Fig. 1: run 1, the clock network
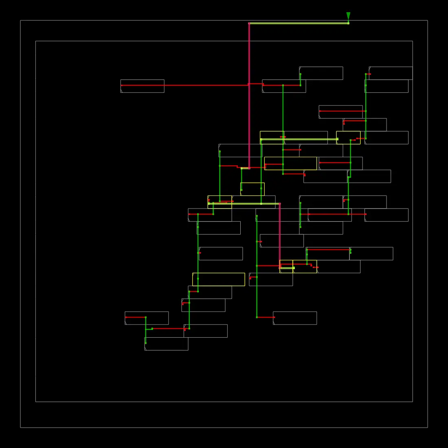
Fig. 2: run 1, cell density map
Drawn at 4 px/µm. 9 x 9 tiles, from black (low) to pale yellow (high), 0 to 100% covered.
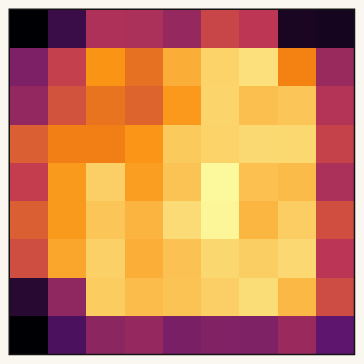
Fig. 3: run 1, cells colored by class
Drawn at 3 px/µm.
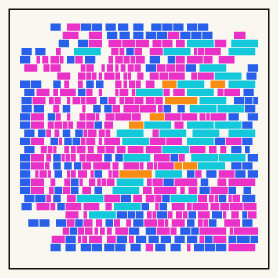
`config.mk`:
```
export PLATFORM = sky130hd
export DESIGN_NAME = registered_adder_flat
export DESIGN_NICKNAME = d
export VERILOG_FILES = /design/src/rtl/adder_pkg.sv /design/src/rtl/registered_adder_if.sv /design/src/rtl/adder_core.sv /design/src/rtl/registered_adder.sv /design/src/flat_wrapper.sv
export SDC_FILE = /design/constraint.sdc
export NUM_CORES = 1
export LEC_CHECK = 0
export CAP_MARGIN = 20
export CORE_MARGIN = 3
export CORE_UTILIZATION = 51
export DETAILED_ROUTE_END_ITERATION = 7
export PLACE_DENSITY = 0.84
export SYNTH_ARGS = -nofsm -noshare
export SYNTH_HDL_FRONTEND = slang
export SYNTH_HIERARCHICAL = 1
export SYNTH_SLANG_ARGS = --single-unit
```
`constraint.sdc`:
```
create_clock -name CLK -period 3.3 [get_ports CLK]
set_input_delay 0.825 -clock CLK [delete_from_list [all_inputs] [get_ports CLK]]
set_output_delay 0.825 -clock CLK [all_outputs]
set_load 0.005 [all_outputs]
```
`src/rtl/adder_pkg.sv`:
```
// adder_pkg: shared width default and flag bundle for the registered adder
package adder_pkg;
  localparam int DEFAULT_WIDTH = 32;
  typedef struct packed {
    logic carry;
    logic ovf;
  } add_flags_t;
endpackage

```
`src/rtl/registered_adder_if.sv`:
```
// registered_adder_if: operand/result bus between a producer and the registered adder
interface registered_adder_if
  import adder_pkg::*;
#(
  parameter int WIDTH = DEFAULT_WIDTH
);
  logic             IN_VALID;
  logic [WIDTH-1:0] DATA_IN_1;
  logic [WIDTH-1:0] DATA_IN_2;
  logic [WIDTH-1:0] DATA_OUT;
  logic             CARRY_OUT;
  logic             OVERFLOW;
  logic             ZERO;
  logic             OUT_VALID;
  modport master (
    output IN_VALID, DATA_IN_1, DATA_IN_2,
    input  DATA_OUT, CARRY_OUT, OVERFLOW, ZERO, OUT_VALID
  );
  modport slave (
    input  IN_VALID, DATA_IN_1, DATA_IN_2,
    output DATA_OUT, CARRY_OUT, OVERFLOW, ZERO, OUT_VALID
  );
endinterface

```
`src/rtl/adder_core.sv`:
```
// adder_core: combinational WIDTH-bit add with unsigned carry and signed overflow
module adder_core
  import adder_pkg::*;
#(
  parameter int WIDTH = DEFAULT_WIDTH
) (
  input  logic [WIDTH-1:0] a_i,
  input  logic [WIDTH-1:0] b_i,
  output logic [WIDTH-1:0] sum_o,
  output add_flags_t       flags_o
);
  logic [WIDTH:0] full;
  always_comb begin
    full          = {1'b0, a_i} + {1'b0, b_i};
    sum_o         = full[WIDTH-1:0];
    flags_o.carry = full[WIDTH];
    flags_o.ovf   = (a_i[WIDTH-1] == b_i[WIDTH-1]) && (full[WIDTH-1] != a_i[WIDTH-1]);
  end
endmodule

```
`src/rtl/registered_adder.sv`:
```
// registered_adder: adder_core with valid-gated result registers and a zero decode
module registered_adder
  import adder_pkg::*;
#(
  parameter int WIDTH = DEFAULT_WIDTH
) (
  input  logic               CLK,
  input  logic               RST_N,
  registered_adder_if.slave  bus
);
  logic [WIDTH-1:0] sum, data_q, data_d;
  add_flags_t       flags, flags_q, flags_d;
  logic             valid_q, valid_d;
  adder_core #(.WIDTH(WIDTH)) u_core (
    .a_i    (bus.DATA_IN_1),
    .b_i    (bus.DATA_IN_2),
    .sum_o  (sum),
    .flags_o(flags)
  );
  always_comb begin
    data_d  = bus.IN_VALID ? sum : data_q;
    flags_d = bus.IN_VALID ? flags : flags_q;
    valid_d = bus.IN_VALID;
  end
  always_ff @(posedge CLK or negedge RST_N) begin
    if (!RST_N) begin
      data_q  <= '0;
      flags_q <= '0;
      valid_q <= 1'b0;
    end else begin
      data_q  <= data_d;
      flags_q <= flags_d;
      valid_q <= valid_d;
    end
  end
  // ZERO decodes the register, so it can never disagree with DATA_OUT
  assign bus.DATA_OUT  = data_q;
  assign bus.CARRY_OUT = flags_q.carry;
  assign bus.OVERFLOW  = flags_q.ovf;
  assign bus.ZERO      = (data_q == '0);
  assign bus.OUT_VALID = valid_q;
endmodule

```
`src/flat_wrapper.sv`:
```
// flat-port wrapper written by rule: the top's interface ports become plain ports
module registered_adder_flat import adder_pkg::*;
#(
  parameter int WIDTH = DEFAULT_WIDTH
)
  (CLK, RST_N, bus_IN_VALID, bus_DATA_IN_1, bus_DATA_IN_2, bus_DATA_OUT, bus_CARRY_OUT, bus_OVERFLOW, bus_ZERO, bus_OUT_VALID);
  registered_adder_if #(.WIDTH(WIDTH)) bus_i ();
  input  logic CLK;
  input  logic RST_N;
  input wire logic [$bits(bus_i.IN_VALID)-1:0] bus_IN_VALID;
  input wire logic [$bits(bus_i.DATA_IN_1)-1:0] bus_DATA_IN_1;
  input wire logic [$bits(bus_i.DATA_IN_2)-1:0] bus_DATA_IN_2;
  output wire logic [$bits(bus_i.DATA_OUT)-1:0] bus_DATA_OUT;
  output wire logic [$bits(bus_i.CARRY_OUT)-1:0] bus_CARRY_OUT;
  output wire logic [$bits(bus_i.OVERFLOW)-1:0] bus_OVERFLOW;
  output wire logic [$bits(bus_i.ZERO)-1:0] bus_ZERO;
  output wire logic [$bits(bus_i.OUT_VALID)-1:0] bus_OUT_VALID;
  assign bus_i.IN_VALID = bus_IN_VALID;
  assign bus_i.DATA_IN_1 = bus_DATA_IN_1;
  assign bus_i.DATA_IN_2 = bus_DATA_IN_2;
  assign bus_DATA_OUT = bus_i.DATA_OUT;
  assign bus_CARRY_OUT = bus_i.CARRY_OUT;
  assign bus_OVERFLOW = bus_i.OVERFLOW;
  assign bus_ZERO = bus_i.ZERO;
  assign bus_OUT_VALID = bus_i.OUT_VALID;
  registered_adder #(.WIDTH(WIDTH)) u_core (.CLK(CLK), .RST_N(RST_N), .bus(bus_i));
endmodule
```
==> changes_impl.md, run 1 <==
## Flow update

- Outcome: complete, no violations
- Die Size: 0.007389 mm²
- Final critical-path required period: 3211 ps
- Power Density: 429.4 mW/mm²
- Inverters, non-clock: 6
- Number of nets at floorplan: 429
- Die Width: 85.96 µm
- Most area-hungry cell type in the Yosys netlist: sky130_fd_sc_hd__dfrtp_1
- Most frequent cells in the layout: sky130_fd_sc_hd__clkdlybuf4s50_1 (97), sky130_fd_sc_hd__buf_4 (57), sky130_fd_sc_hd__dfrtp_1 (35)
- Startpoint of the most critical setup path: bus_DATA_IN_1[4]
- Number of endpoints failing setup at the final stage: 0
- Sequential cell area fraction in the yosys report: 26.86%
- Number of clock sinks seen by CTS: 35
- Clock buffers and inverters, area share: 2.799%
- Startpoint type of the worst setup path: input port
- Peak supply drop: 0.3777 mV
- Via total after detailed routing: 3217
- Placed Instances: 544
- Top cell excl fill/tap: sky130_fd_sc_hd__clkdlybuf4s50_1
- Count of library flops with an enable pin: 0
- Nets@finish: 579
- Area occupied by multi-input gates: 0.002305 mm²
- Number of filler instances in the final layout: 383
Back to the opening pictures, Fig. 1:
number of clock-tree buffers in the layout: 5
clock group total power: 0.457 mW
clock insertion delay at the later pin of the skew report: 290 ps
TritonCTS Buffers: 5

Back to the opening pictures, Fig. 2:
fullest tile = 99%
densest ninth of the die = center
tiles over 75% full = 49%
mean over tiles = 65%
final core utilization: 80.39%
initial cell density of the core: 53.80%
placeable core area: 0.006061 mm²

Back to the opening pictures, Fig. 3:
sequential cells -> cyan  # cells 35, share of their area 18%
combinational and other logic -> magenta  # cells 278, share of their area 49%
clock drivers and dummy loads -> orange  # cells 8, share of their area 2.9%
remaining buffers and delay cells -> blue  # cells 159, share of their area 30%
num rows: 28
share of cell area taken by flip-flops and latches: 17.98%
post-route cell area: 0.004872 mm²

==> run 1: per-layer routing <==
| layer | vias to the layer above | wire [µm] | share of wire [%] | global-route usage (%) |
|---|---|---|---|---|
| met3 | 21 | 548 | 5.7 | 2.882 |
| met5 | - | 0 | 0 | 0 |
| met4 | 0 | 210 | 2.2 | 5.468 |
| li1 | 1530 | - | - | - |
| met2 | 142 | 4771 | 50 | 45.97 |
| met1 | 1524 | 4001 | 42 | 33.57 |
==> run 1: repair_timing <==
| item | 4_1_cts | 5_1_grt |
|---|---|---|
| resized | 5 | 14 |
| setup endpoints to repair | 8 | 7 |
| pin swaps | 9 | 9 |
| hold buffers | 0 | 0 |
| hold endpoints to repair | 0 | 0 |
| buffers inserted | 2 | 1 |
==> run 1: sequential cells by signal, summed over array words and instances, names as in the netlist <==
name                  flops
u_core/bus.CARRY_OUT      1
u_core/bus.DATA_OUT      32
u_core/bus.OVERFLOW       1
u_core/bus.OUT_VALID      1
==> run 1: worst max-delay path, stage by stage <==
cell	delay, ps
sky130_fd_sc_hd__clkdlybuf4s50_1	510
sky130_fd_sc_hd__ha_4	230
sky130_fd_sc_hd__a21oi_2	180
sky130_fd_sc_hd__nor2b_1	100
sky130_fd_sc_hd__o31ai_4	290
sky130_fd_sc_hd__o211ai_4	110
sky130_fd_sc_hd__a211o_1	270
sky130_fd_sc_hd__a211o_1	320
sky130_fd_sc_hd__a221o_1	300
sky130_fd_sc_hd__mux2_2	260
==> run 1: metrics by stage <==
step	hold WS, ps	TNS [ps]	utilization (%)
floorplan	505.3	0	-
global placement	494.3	-2963	76.86
detailed placement	502.9	-4272	76.86
CTS	521.2	0	79.44
global route	548.8	0	80.39
finish	519.4	0	80.39
==> inputs of run 2 (changes only) <==
--- a/config.mk
+++ b/config.mk
@@ -8,8 +8,9 @@
 export CAP_MARGIN = 20
 export CORE_MARGIN = 3
 export CORE_UTILIZATION = 51
+export CTS_BUF_LIST = sky130_fd_sc_hd__clkbuf_4 sky130_fd_sc_hd__clkbuf_8 sky130_fd_sc_hd__clkbuf_16
 export DETAILED_ROUTE_END_ITERATION = 7
-export PLACE_DENSITY = 0.84
+export PLACE_DENSITY = 0.94
 export SYNTH_ARGS = -nofsm -noshare
 export SYNTH_HDL_FRONTEND = slang
 export SYNTH_HIERARCHICAL = 1
Fig. 4: run 2, the clock network
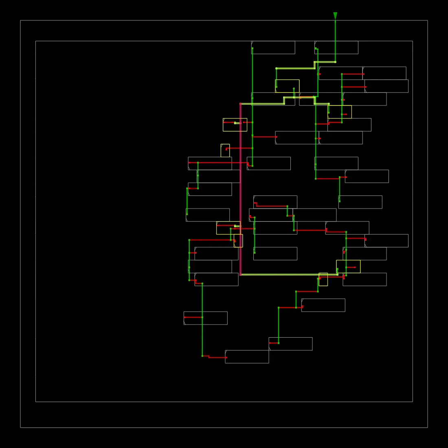
number of clock sinks seen by CTS: 35
clock group total power: 0.303 mW

==> run 2 against run 1 <==
  * First-iteration DRC count up 58%
  * Final cell count up 0.72%
  * Core utilization decreased by 0.43 points
  * Sequential cell count unchanged
  * Critical endpoint is now u_core/bus.DATA_OUT[30]
  * Largest power group unchanged
==> changes_impl.md, run 2 <==
## Flow update

- Area fraction in xor and xnor cells: 7.790% (unchanged)
- Cell type with the highest occurrence count on the critical path: sky130_fd_sc_hd__buf_4 (was sky130_fd_sc_hd__a211o_1)
- CP Buf/Inv Count: 3 (was 1)
- Nets@finish: 583 (was 579)
- Number of filler instances in the final layout: 342 (was 383)
- Count of library flops with an enable pin: 0 (unchanged)
- Most frequent cells in the layout: sky130_fd_sc_hd__clkdlybuf4s50_1 (97), sky130_fd_sc_hd__buf_4 (61), sky130_fd_sc_hd__dfrtp_1 (35) (was sky130_fd_sc_hd__clkdlybuf4s50_1 (97), sky130_fd_sc_hd__buf_4 (57), sky130_fd_sc_hd__dfrtp_1 (35))
- Max reg flops: 32 (unchanged)
- Startpoint of the worst-slack reg-to-reg timing path: u_core/bus.DATA_OUT[20] (was u_core/bus.DATA_OUT[26])
- Worst hold slack across all endpoints: 509.2 ps (was 519.4 ps)
- Number of endpoints failing setup at the final stage: 0 (unchanged)
- Top area cells in the synthesized netlist: sky130_fd_sc_hd__dfrtp_1 (27%), sky130_fd_sc_hd__mux2_4 (14%), sky130_fd_sc_hd__ha_1 (12%), sky130_fd_sc_hd__xnor2_1 (4.8%), sky130_fd_sc_hd__a21oi_1 (4.3%) (unchanged)
- TritonCTS Buffers: 5 (unchanged)
- Sequential cell area fraction in the yosys report: 26.86% (unchanged)
- Number of nets at floorplan: 429 (unchanged)
- Final critical-path required period: 3283 ps (was 3211 ps)
- Via total after detailed routing: 3411 (was 3217)
- Most area-hungry cell type in the Yosys netlist: sky130_fd_sc_hd__dfrtp_1 (unchanged)
- Post-synthesis instance area: 0.003261 mm² (unchanged)
- Largest stage delay on the critical path: 380 ps (was 510 ps)
- Placed Instances: 545 (was 544)
- Power Density: 411.8 mW/mm² (was 429.4 mW/mm²)
- Outcome: complete, no violations (unchanged)
- Die Width: 85.96 µm (unchanged)
- Startpoint type of the worst setup path: input port (unchanged)
- Wire length per cell: 19.21 µm (was 17.17 µm)
- Cell with the largest stage delay on the worst path: sky130_fd_sc_hd__fa_2 (was sky130_fd_sc_hd__clkdlybuf4s50_1)
- Crit-path cells: dlygate4sd2_1, ha_2, fa_2, a21oi_4, nor2_2, o31ai_4, o211ai_4, buf_4, buf_4, a21o_2, a41oi_2, xnor2_1, mux2_2 (was clkdlybuf4s50_1, ha_4, a21oi_2, nor2b_1, o31ai_4, o211ai_4, a211o_1, a211o_1, a221o_1, mux2_2)
- Final core utilization: 79.95% (was 80.39%)
- Number of warnings the tools reported: 26 (unchanged)
- Total negative setup slack: 0 ps (unchanged)
- Initial cell density of the core: 53.80% (unchanged)
- Die Size: 0.007389 mm² (unchanged)
[run 2: layout make-up]
cell class                      instances  area, µm²  share of cell area, %
Clock inverter                          3      15.01                 0.3098
Clock buffer                            5      68.82                  1.420
Sequential cell                        35      875.8                  18.07
Inverter                                6      22.52                 0.4648
Multi-Input combinational cell        272       2297                  47.41
Tap cell                               75      93.84                  1.936
Timing Repair Buffer                  163       1473                  30.39
[run 2: worst max-delay path by stage]
| stage | from | endpoint | slack (ps) | cells past startpoint |
|---|---|---|---|---|
| 3_3_place_gp | bus_DATA_IN_1[0] | u_core/bus.CARRY_OUT | -450 | 11 |
| 4_1_cts | bus_DATA_IN_1[4] | u_core/bus.CARRY_OUT | 30 | 10 |
| 5_1_grt | bus_DATA_IN_2[0] | u_core/bus.DATA_OUT[20] | -10 | 13 |
| 2_1_floorplan | bus_DATA_IN_1[0] | u_core/bus.CARRY_OUT | 4 | 10 |
| 6_report | bus_DATA_IN_2[0] | u_core/bus.DATA_OUT[30] | 20 | 13 |
| 3_5_place_dp | bus_DATA_IN_1[0] | u_core/bus.CARRY_OUT | -570 | 11 |
[run 2: repair_timing]
item,4_1_cts,5_1_grt
pin swaps,9,5
buffers inserted,5,1
setup endpoints to repair,8,11
hold endpoints to repair,0,0
hold buffers,0,0
gates resized,6,10
[run 2: per-layer routing]
layer,global-route usage (%),wire length [µm],up-vias
met4,12.81,541,0
li1,-,-,1534
met5,0,0,-
met2,50.74,5317,219
met3,3.746,905,60
met1,33.27,3973,1598
[run 2: where the power goes]
group          total, mW  leakage, nW  switching (mW)  internal [mW]
logic               1.03         1.74           0.411          0.623
clock network      0.303       0.0477           0.158          0.144
registers          0.658        0.410           0.122          0.537
total               2.00         2.20           0.692           1.30
Power is estimated from default activity; no workload was simulated.
